<file path="config.mk">
export PLATFORM = sky130hd
export DESIGN_NAME = l1_mem_arbiter_n
export DESIGN_NICKNAME = d
export VERILOG_FILES = /design/src/rtl/mem_arb_pkg.sv /design/src/rtl/l1_mem_arbiter_n_rr_pick.sv /design/src/rtl/l1_mem_arbiter_n.sv
export SDC_FILE = /design/constraint.sdc
export NUM_CORES = 1
export LEC_CHECK = 0
export CORE_AREA = 2 2 394 396
export DETAILED_ROUTE_END_ITERATION = 10
export DIE_AREA = 0 0 396 398
export GPL_TIMING_DRIVEN = 0
export MAX_ROUTING_LAYER = met4
export PLACE_DENSITY = 0.3
export SLEW_MARGIN = 10
export SYNTH_ARGS = -nofsm -noshare
export SYNTH_HDL_FRONTEND = slang
export SYNTH_HIERARCHICAL = 1
export SYNTH_SLANG_ARGS = --single-unit
</file>
<file path="constraint.sdc">
create_clock -name clk -period 2.4 [get_ports clk]
set_input_delay 0.48 -clock clk [delete_from_list [all_inputs] [get_ports clk]]
set_output_delay 0.48 -clock clk [all_outputs]
set_load 0.1 [all_outputs]
</file>
<file path="src/rtl/mem_arb_pkg.sv">
// Shared types for the L1 memory-port arbiter: transaction and flush-aggregation states.
package mem_arb_pkg;

  typedef enum logic [1:0] {
    IDLE,
    REQ,
    WAIT_RSP
  } arb_state_t;

  typedef enum logic {
    FLUSH_IDLE,
    FLUSH_BUSY
  } flush_state_t;

endpackage

</file>
<file path="src/rtl/l1_mem_arbiter_n_rr_pick.sv">
// Combinational round-robin picker: first requester after 'last', wrapping modulo N_CLIENTS.
module rr_pick #(
  parameter int N_CLIENTS = 4,
  localparam int CW = $clog2(N_CLIENTS)
) (
  input  logic [N_CLIENTS-1:0] req,
  input  logic [CW-1:0]        last,
  output logic                 any,
  output logic [CW-1:0]        winner
);

  logic          found;
  logic [CW-1:0] idx;

  // NOTE: every output and temporary gets a default first so no path infers a latch.
  always_comb begin
    any    = |req;
    winner = '0;
    found  = 1'b0;
    idx    = '0;
    for (int k = 1; k <= N_CLIENTS; k++) begin
      idx = CW'((int'(last) + k) % N_CLIENTS);
      if (!found && req[idx]) begin
        winner = idx;
        found  = 1'b1;
      end
    end
  end

endmodule

</file>
<file path="src/rtl/l1_mem_arbiter_n.sv">
// Shares one cache-line memory port among N L1 clients, one transaction in flight,
// and folds per-cache flush completions into a single flush-busy indication.
module l1_mem_arbiter_n
  import mem_arb_pkg::*;
#(
  parameter int N_CLIENTS = 4,
  parameter int ADDR_W    = 64,
  parameter int LINE_W    = 128,
  parameter int TAG_W     = 2,
  parameter int OP_W      = 5,
  parameter int TIMEOUT   = 1024,
  localparam int CW       = $clog2(N_CLIENTS)
) (
  input  logic                        clk,
  input  logic                        reset,
  input  logic [N_CLIENTS-1:0]        cli_req_valid,
  input  logic [N_CLIENTS*ADDR_W-1:0] cli_req_addr,
  input  logic [N_CLIENTS*LINE_W-1:0] cli_req_store_data,
  input  logic [N_CLIENTS*TAG_W-1:0]  cli_req_tag,
  input  logic [N_CLIENTS*OP_W-1:0]   cli_req_opcode,
  output logic [N_CLIENTS-1:0]        cli_rsp_valid,
  output logic                        mem_req_valid,
  input  logic                        mem_req_ack,
  output logic [ADDR_W-1:0]           mem_req_addr,
  output logic [LINE_W-1:0]           mem_req_store_data,
  output logic [TAG_W-1:0]            mem_req_tag,
  output logic [OP_W-1:0]             mem_req_opcode,
  output logic [CW-1:0]               mem_req_client,
  input  logic                        mem_rsp_valid,
  input  logic                        flush_req,
  input  logic [N_CLIENTS-1:0]        cli_flush_done,
  output logic                        flush_busy,
  output logic                        flush_complete,
  output logic                        rsp_err,
  output logic                        timeout
);

  localparam int WD_W = $clog2(TIMEOUT) + 1;

  arb_state_t             state_q, state_d;
  flush_state_t           flush_q, flush_d;
  logic [N_CLIENTS-1:0]   pend_q, pend_d;
  logic [N_CLIENTS-1:0]   done_mask_q, done_mask_d;
  logic [CW-1:0]          gnt_q, gnt_d;
  logic [CW-1:0]          last_q, last_d;
  logic [WD_W-1:0]        wd_q, wd_d;
  logic                   rsp_err_q, rsp_err_d;
  logic                   timeout_q, timeout_d;

  logic                   pick_any;
  logic [CW-1:0]          pick_idx;
  logic [N_CLIENTS-1:0]   gnt_onehot;
  logic [N_CLIENTS-1:0]   in_service;
  logic [N_CLIENTS-1:0]   done_all;
  logic                   rsp_fire;

  rr_pick #(.N_CLIENTS(N_CLIENTS)) u_rr_pick (
    .req    (pend_q | cli_req_valid),
    .last   (last_q),
    .any    (pick_any),
    .winner (pick_idx)
  );

  assign gnt_onehot = N_CLIENTS'(1) << gnt_q;
  assign in_service = (state_q != IDLE) ? gnt_onehot : '0;
  assign rsp_fire   = mem_rsp_valid &&
                      ((state_q == REQ && mem_req_ack) || state_q == WAIT_RSP);

  // A repeat pulse from the client already in service is a protocol error and is dropped.
  always_comb begin
    state_d   = state_q;
    pend_d    = pend_q | (cli_req_valid & ~in_service);
    gnt_d     = gnt_q;
    last_d    = last_q;
    wd_d      = wd_q;
    rsp_err_d = rsp_err_q;
    timeout_d = timeout_q;
    case (state_q)
      IDLE: begin
        if (mem_rsp_valid) rsp_err_d = 1'b1;
        if (pick_any) begin
          gnt_d            = pick_idx;
          last_d           = pick_idx;
          pend_d[pick_idx] = 1'b0;
          state_d          = REQ;
        end
      end
      REQ: begin
        if (mem_req_ack) begin
          state_d = mem_rsp_valid ? IDLE : WAIT_RSP;
          wd_d    = '0;
        end else if (mem_rsp_valid) begin
          rsp_err_d = 1'b1;
        end
      end
      WAIT_RSP: begin
        // Saturating watchdog; the flag is informational and never aborts the wait.
        if (wd_q != WD_W'(TIMEOUT)) wd_d = wd_q + 1'b1;
        if (wd_d == WD_W'(TIMEOUT)) timeout_d = 1'b1;
        if (mem_rsp_valid) state_d = IDLE;
      end
      default: state_d = IDLE;
    endcase
  end

  assign done_all = done_mask_q | cli_flush_done;

  always_comb begin
    flush_d     = flush_q;
    done_mask_d = done_mask_q;
    case (flush_q)
      FLUSH_IDLE: begin
        if (flush_req) begin
          flush_d     = FLUSH_BUSY;
          done_mask_d = '0;
        end
      end
      FLUSH_BUSY: begin
        if (&done_all) flush_d = FLUSH_IDLE;
        else           done_mask_d = done_all;
      end
      default: flush_d = FLUSH_IDLE;
    endcase
  end

  // NOTE: flops use non-blocking assignment so all of them sample pre-edge _d values.
  always_ff @(posedge clk) begin
    if (reset) begin
      state_q     <= IDLE;
      flush_q     <= FLUSH_IDLE;
      pend_q      <= '0;
      done_mask_q <= '0;
      gnt_q       <= '0;
      last_q      <= CW'(N_CLIENTS - 1);
      wd_q        <= '0;
      rsp_err_q   <= 1'b0;
      timeout_q   <= 1'b0;
    end else begin
      state_q     <= state_d;
      flush_q     <= flush_d;
      pend_q      <= pend_d;
      done_mask_q <= done_mask_d;
      gnt_q       <= gnt_d;
      last_q      <= last_d;
      wd_q        <= wd_d;
      rsp_err_q   <= rsp_err_d;
      timeout_q   <= timeout_d;
    end
  end

  assign mem_req_valid      = (state_q == REQ);
  assign mem_req_client     = gnt_q;
  assign mem_req_addr       = cli_req_addr[int'(gnt_q)*ADDR_W +: ADDR_W];
  assign mem_req_store_data = cli_req_store_data[int'(gnt_q)*LINE_W +: LINE_W];
  assign mem_req_tag        = cli_req_tag[int'(gnt_q)*TAG_W +: TAG_W];
  assign mem_req_opcode     = cli_req_opcode[int'(gnt_q)*OP_W +: OP_W];
  assign cli_rsp_valid      = rsp_fire ? gnt_onehot : '0;
  assign flush_busy         = (flush_q == FLUSH_BUSY);
  assign flush_complete     = (flush_q == FLUSH_BUSY) && (&done_all);
  assign rsp_err            = rsp_err_q;
  assign timeout            = timeout_q;

endmodule

</file>
run_1/congestion.png
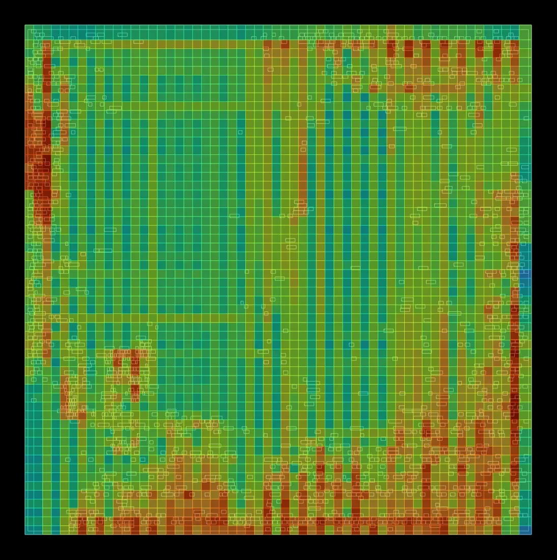
Finished Core Util: 0.140
global routing usage summed across all routing layers: 0.145
met1 usage in global routing: 0.165
GRT met3 Usage: 0.0272

run_1/layer_met3.png
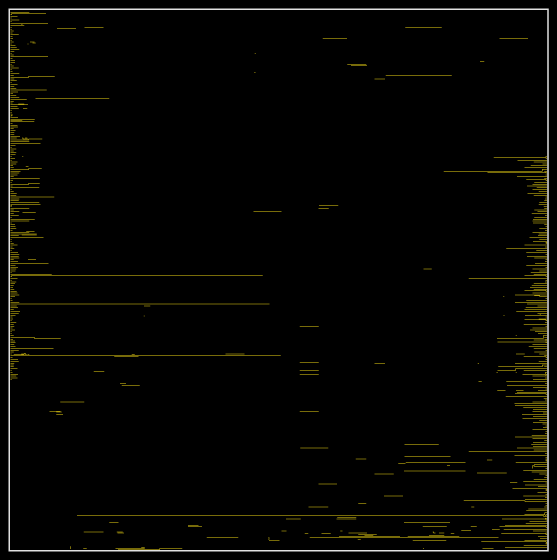
longest straight run: 344 um
main direction: horizontal

run_1/logic_types.png
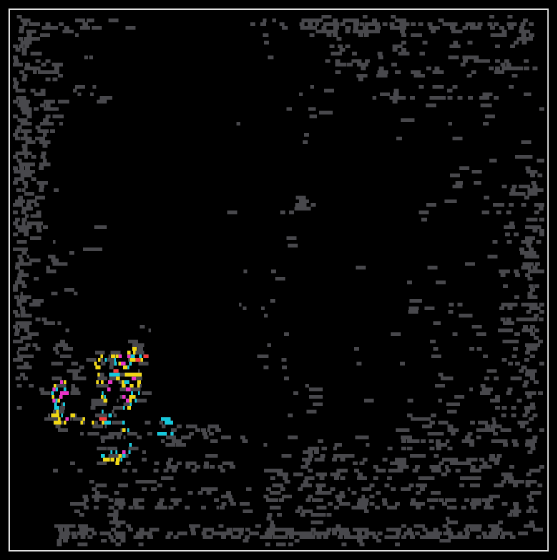
[aoi and oai cells] yellow | cells: 55 | most used: a21oi_1
[nor cells] cyan | cells: 43 | most used: nor2_1 | where: bottom left
[non-inverting ao/oa cells] red | cells: 4
[and/or cells] magenta | cells: 17 | most used: or2_2

==> summary.txt, run 1 <==
Purpose: to document the outcome of synthesis and place and route.

Route
The detailed router put a total of 47200 um of wire on met1. The top routing layer in use is met4. The routed layout reports a DRC error count of 0. Once detail routing completed, the nets flagged for antenna violations numbered 0. The violation tally recorded at the end of detailed-routing iteration 0 is 669. The routed wirelength normalized by instance count is 32.9 um. The total via count in the routed design is 10100. The routed length on met3 is 6030 um. The number of vias per cell after detailed routing is 2.81. The first detailed-routing pass ran for 4 iterations. The final layout contains routed wiring with a total length of 118000 um. The sum of met2 wire segment lengths after detailed routing is 63800 um.

Outcome
The final reports fail on setup timing. The flow ran to the end, but the final reports show violations.

Clock tree
The clock root buffer master is sky130_fd_sc_hd__clkbuf_16. The buffer levels on the longest clock path is 2. For this design, the CTS-stage hold fixing added 0 buffers. The buffers inserted during post-CTS setup optimization is 27.

TritonCTS built the clock tree. The number of levels the H-tree was split into is 1. The number of clock buffers added by TritonCTS is 3. The clock latency of the later-clocked register in the worst-skew pair is 0.27 ns.

The registers of the reported paths see a clock transition of 0.08 ns.

Logic synthesis
The sequential element share of the synthesized area is 0.0886. Per the synth stats, the flop cell with the highest instance count is sky130_fd_sc_hd__dfxtp_1. The mapped netlist covers 6320 um2. Per the post-synthesis report, the number of cells in the design is 443. The post-synthesis cell type count is 51. The tally of yosys warning messages is 6. Per the synthesis report, the simple-gate share of the synthesized area is 0.0772. Yosys instantiated no cell more often than sky130_fd_sc_hd__mux4_2. The fraction of synthesis flops using an asynchronous set or reset pin is 0. In this run, the synthesized area fraction spent on adder and majority cells is recorded as 0.00396.

The compound-cell area share of the yosys netlist is 0.0627. The flip-flop and latch count after synthesis is 28. For this run, the chip area from Yosys synthesis comes to 6320 um2.

In this run, the synthesized area fraction spent on xor and xnor cells is recorded as 0.00277. The count of flip-flops with a built-in enable after synthesis is 0. The top cell type's share of synthesized area is 0.709. The synthesis run shows the most used standard cells to be sky130_fd_sc_hd__mux4_2, sky130_fd_sc_hd__dfxtp_1, sky130_fd_sc_hd__nor2_1, sky130_fd_sc_hd__a21oi_1. The main area contributors are sky130_fd_sc_hd__mux4_2, sky130_fd_sc_hd__dfxtp_1, sky130_fd_sc_hd__a21oi_1, sky130_fd_sc_hd__buf_4, sky130_fd_sc_hd__nor2_1. The number of nets handed over by synthesis was 1254. The average footprint of a synthesized cell is 14.3 um2.

Per the synthesis report, the dominant area consumer among library cells is sky130_fd_sc_hd__mux4_2. The number of cells in Yosys stat is 443. Yosys reports the multiplexer fraction of the synthesized area as 0.710.

Finish
In the layout the commonest cells are sky130_fd_sc_hd__clkdlybuf4s50_1, sky130_fd_sc_hd__mux4_2, sky130_fd_sc_hd__buf_6, sky130_fd_sc_hd__buf_12, sky130_fd_sc_hd__buf_4. The final layout report lists a filler cell count of 17200. The post-route non-filler standard cell count is 3583. Per the layout area report, the sequential fraction of cell area is 0.0266. The storage element area is 571 um2.

In the finished layout, the clock tree contains a buffer count of 3. The repair_antennas step left the layout with diodes totalling 20. Multi-input combinational cells in the finished layout were counted as 351. The proportion of final cell area spent on non-clock buffers is 0.591.

By area, the class that comes first in the final layout consists of non-clock buffers. The number of sequential cells in the layout is 28. In the final layout, the multi-input gates occupy 5480 um2. The fraction of layout cells with a size suffix above 1 is 0.355.

After the last flow step, the layout net total stands at 2332. The buffer count excluding the clock tree in the final layout is 1128. Between the synthesized netlist and the finished layout, the area growth was recorded as 239%. The portion of the layout cell area used by clock cells is 0.00351. Per the layout area report, the combinational fraction of cell area is 0.256.

STA
The sum of negative setup slack is -23.84 ns. Setup repair after global routing could not meet its margin everywhere. The slack of the critical path is -0.271 ns. The clock period minus worst slack is 2.67 ns.

After layout, the setup clock skew is reported as 0.00754 ns. The final cycle utilization of the critical path is 1.11. The number of failing hold endpoints at the final stage is 0. The worst hold slack is 0.470 ns. The worst pin sits at a relative slew slack of 0.238. The transition time recorded at the tightest slew-check pin is 1.14 ns.

The number of endpoints failing setup at the final stage is 183.

Setup path
The buffering stage count on the worst path with inverters included is 5. The STA report counts the stages on the worst setup path as 6. Per STA, the library cell used most along the worst path is sky130_fd_sc_hd__buf_12. The arrival time of data at the critical path endpoint is 2.19 ns. Along the worst path, the maximum fanout reaches 7. The startpoint of the lowest-slack register-to-register path is wd_q[0]$_SDFFE_PP0P_. OpenSTA lists the critical path endpoint as mem_req_store_data[58]. On the critical path the largest part of the delay comes from buffers and inverters.

The setup path with the least slack is of type flip-flop to primary output. In this run the register-to-register setup slack is 0.35 ns. The worst setup path is captured at a primary output. The worst register-to-register path has a depth of 6. The startpoint kind of the worst setup timing path is a flip-flop. The highest cell delay on the worst timing path is 0.65 ns. The slowest stage of the critical path is the sky130_fd_sc_hd__mux4_2 cell. Per STA, the worst path is made up of clkbuf_16 > buf_12 > buf_16 > buf_12 > mux4_2 > buf_12.

For the worst reg-to-reg path, the endpoint reported by OpenROAD is timeout$_SDFFE_PP0P_. The worst path required time is 1.92 ns.

Place
The buffer_ports step reported a buffer count of 1018. Setup slack on the worst path after placement came out at -2.37 ns. Detailed placement reports a standard cell area of 19000 um2.

Once placement completed, the tool counted placed cells totaling 3505. The HPWL after detailed placement is 107000 um. The congestion estimate from routability-driven global placement came to 0.975.

Global routing
The number of global-route vias before repair is 11000. For this run, global-route usage on met2 was measured as 0.271. The layer with the highest usage after global routing is met2. The initial antenna violation count is 50. The global route stage reports its total congestion overflow as 0.

Entering global routing, the biggest net connects 15 pins. The first global-routing pass estimated 141000 um of wire.

Die
The initial utilization of the core area, before any placement, comes to 0.0412. Pin placement for this block handled 1019 I/O pins. The horizontal die size is 396 um.

The chip occupies 158000 um2. The area inside the core boundary is 153000 um2. The number of well-tap cells placed is 2044. The total number of placement rows is 144. The chip height is 398 um.

Power
Looking at the VDD voltage map, the peak drop is 0.000237 V. For this design the static power due to leakage is 7.16 nW. The flow reported a cell area power density of 672 nW/um2.

The total power of the final layout is 14.4 mW.

Min path
The start point of the worst hold path is pend_q[3]$_SDFF_PP0_. The count of cells along the worst hold path is 2. The class of the tightest hold or removal check is flip-flop to flip-flop.

Flow run
The warning total across the stage logs is 30.
## run 1: registers in the layout, summed over array words and instances, names as in the netlist
signal	flops
wd_q	11
done_mask_q	4
pend_q	4
last_q	2
mem_req_client	2
state_q	2
flush_busy	1
rsp_err	1
timeout	1
## run 1: tightest hold or removal path, cell delays in order, from the launching register on
cell and delay [ns]:
sky130_fd_sc_hd__dfxtp_1 0.31, sky130_fd_sc_hd__inv_1 0.05, sky130_fd_sc_hd__a221oi_1 0.06
## run 1: power breakdown
group	internal (mW)	switching, mW	total [mW]
Clock	0.222	0.178	0.400
Combinational	4.73	8.72	13.5
Sequential	0.498	0.0295	0.528
Total	5.45	8.93	14.4
==> run 1 -> run 2 <==
- HOLD_SLACK_MARGIN: unset -> 0.02
run_2/logic_types.png
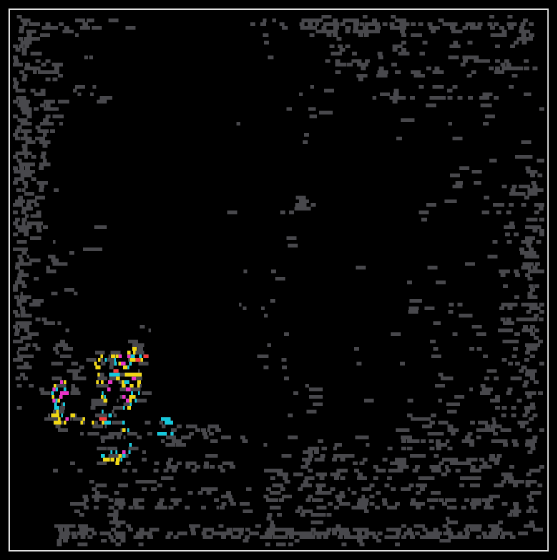
[nor cells] cyan | cells: 43 | most used: nor2_1 | where: bottom left
[aoi and oai cells] yellow | cells: 55 | most used: a21oi_1
[non-inverting ao/oa cells] red | cells: 4
[and/or cells] magenta | cells: 17 | most used: or2_2

run_2/congestion.png
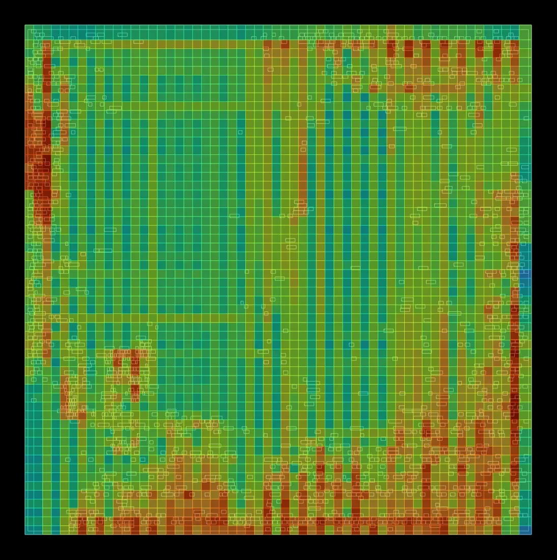
met2 capacity usage during global routing: 0.271
global-route layer with the greatest usage: met2

run_2/flops_by_reg.png
Bar = 100 um.
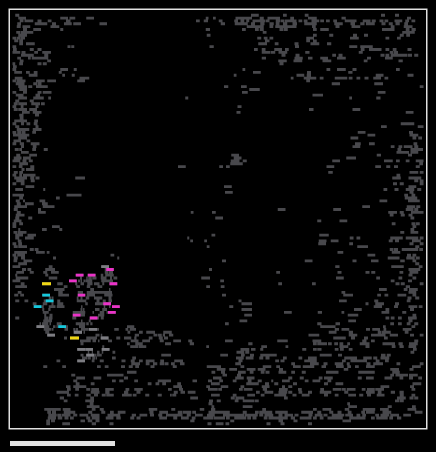
[wd_q] magenta | flops: 11
[pend_q] cyan | flops: 4
[mem_req_client] yellow | flops: 2

==> run 2 against run 1 <==
The flow still finishes with violations (setup timing). Sequential share of layout area is the same. Total power is the same. Non-clock buffer count is the same. Combinational power is essentially flat. Cell count is the same. Via count is the same. Routed wire length is the same. Synthesized cell count is the same. Synthesized area is the same. Critical path type unchanged. Critical endpoint unchanged. Largest cell class unchanged.
==> summary.txt, run 2 <==
Purpose: to document the outcome of synthesis and place and route.

Outcome
The run finished, with violations left. The final reports fail on setup timing.

Power
The portion of total power attributed to combinational logic is 0.936. The total power of the final layout is 14.4 mW. The worst voltage drop across the vdd grid is 0.000237 V. The power density over the cells is 672 nW/um2. The largest power group is combinational logic. Summed over all cells, the static leakage comes to 7.16 nW. The power in combinational cells is 13.5 mW. The power drawn by the sequential cells is 0.528 mW. The fraction of power spent switching nets is 0.621. Summed over the clock group, the power is 0.400 mW.

STA
The worst-case clock skew is 0.00754 ns. Post-route period utilization is reported as 1.11. The final timing report derives a shortest allowable period of 2.67 ns.

Setup slack on the critical path of the routed design comes to -0.271 ns. The tightest hold path in the finished design has a slack of 0.470 ns. The number of failing hold endpoints at the final stage is 0. The sum of negative setup slack is -23.84 ns. At the pin with the least slew margin, the transition time is 1.14 ns. Setup violations remaining at the end of the flow were counted as 183.

Die
1019 I/O pins were placed. In the floorplan report the effective utilization is 0.0412. The initialized floorplan defines 144 standard-cell rows. The overall chip area is 158000 um2.

Finish
The final report lists a non-filler cell total of 3583. The fraction of layout cells with a size suffix above 1 is 0.355. The largest registers in the layout are wd_q: 11 flops, done_mask_q: 4 flops, pend_q: 4 flops. The final net count is 2332. The share of the core filled with cells is 0.140. Ranked by flip-flop count, first place goes to wd_q.

In the layout the commonest cells are sky130_fd_sc_hd__clkdlybuf4s50_1, sky130_fd_sc_hd__mux4_2, sky130_fd_sc_hd__buf_6, sky130_fd_sc_hd__buf_12, sky130_fd_sc_hd__buf_4.

Logic synthesis
By count the netlist is led by sky130_fd_sc_hd__mux4_2, sky130_fd_sc_hd__dfxtp_1, sky130_fd_sc_hd__nor2_1, sky130_fd_sc_hd__a21oi_1. Of the total synthesized cell area, the portion taken by AND, OR, NAND and NOR gates is 0.0772. In the Yosys report the total cell count is 443. The post-synthesis adder-cell area fraction is 0.00396. The most common cell in the netlist is sky130_fd_sc_hd__mux4_2. The compound-cell area share of the yosys netlist is 0.0627. The top cell type's share of synthesized area is 0.709. The cell area that synthesis handed to floorplanning was 6320 um2. Per Yosys stat, the portion of area used by sequential elements is 0.0886. The post-synthesis cell type count is 51. The average footprint of a synthesized cell is 14.3 um2. The Yosys step of the flow raised 6 warnings. The flip-flop cell with the highest count after synthesis is sky130_fd_sc_hd__dfxtp_1. Per the synth log, the flip-flop and latch total comes to 28.

Setup path
The maximum fanout count along the critical path is 7. Per STA, the library cell used most along the worst path is sky130_fd_sc_hd__buf_12. The setup check on the worst reg-to-reg path leaves a slack of 0.35 ns.

The number of stages on the worst setup path is 6. The timing report attributes the biggest portion of critical-path delay to buffers and inverters. The startpoint kind of the worst setup timing path is a flip-flop. The highest cell delay on the worst timing path is 0.65 ns. The largest individual stage delay along the critical path comes from the cell sky130_fd_sc_hd__mux4_2.

The critical path capture point is mem_req_store_data[58]. The category of the critical setup timing path is flip-flop to primary output.

Place
The placed instance count is 3505. The routability congestion estimate is 0.975. The pre-CTS setup slack is -2.37 ns. The instance area at placement is 19000 um2. The number of buffer cells added on primary ports is 1018.

Global routing
The pin count of the biggest net entering global routing is 15. The initial antenna violation count was 50. Total global-route track usage over all layers is 0.145.

Clock tree
The number of levels the H-tree was split into is 1. The total CTS buffers is 3. Clock-pin slew was measured on the worst setup and hold paths at 0.08 ns. The clock root buffer master is sky130_fd_sc_hd__clkbuf_16.

Looking at the clock tree report, the maximum root-to-sink buffer count equals 2. The clock latency of the later-clocked register in the worst-skew pair is 0.27 ns.

Route
Summed over all nets, wire length on met3 after detailed routing comes to 6030 um. The detailed router used layers up to and including met4. After detailed routing, the met2 layer carries 63800 um of wire.

The detailed-route DRC error count is 0. The remaining number of nets flagged by the antenna check after routing is 0. The number of vias per cell after detailed routing is 2.81.

Min path
The count of cells along the worst hold path is 2. In this run the most critical hold path is launched from pend_q[3]$_SDFF_PP0_.
## run 2: cell counts after synthesis
Identical to the previous run, type by type.
## run 2: final cells by class
type | instances | area (um2) | area share
clock buffer | 3 | 75.1 | 0.00351
multi-input combinational | 351 | 5480 | 0.256
timing repair buffer | 1073 | 11800 | 0.552
buffer | 55 | 820 | 0.0383
sequential | 28 | 571 | 0.0266
tap | 2044 | 2560 | 0.119
antenna | 20 | 50.0 | 0.00234
inverter | 9 | 33.8 | 0.00158
## run 2: repair_timing
| action | 4_1_cts | 5_1_grt |
|---|---|---|
| hold buffers | 0 | 0 |
| pin swaps | 0 | 2 |
| cloned | 5 | 9 |
| endpoints found under the hold margin | 0 | 0 |
| resized | 1445 | 86 |
| endpoints found under the setup margin | 205 | 204 |
| buffers inserted | 27 | 17 |
No activity file was given, so power comes from the tool's default toggle rates.
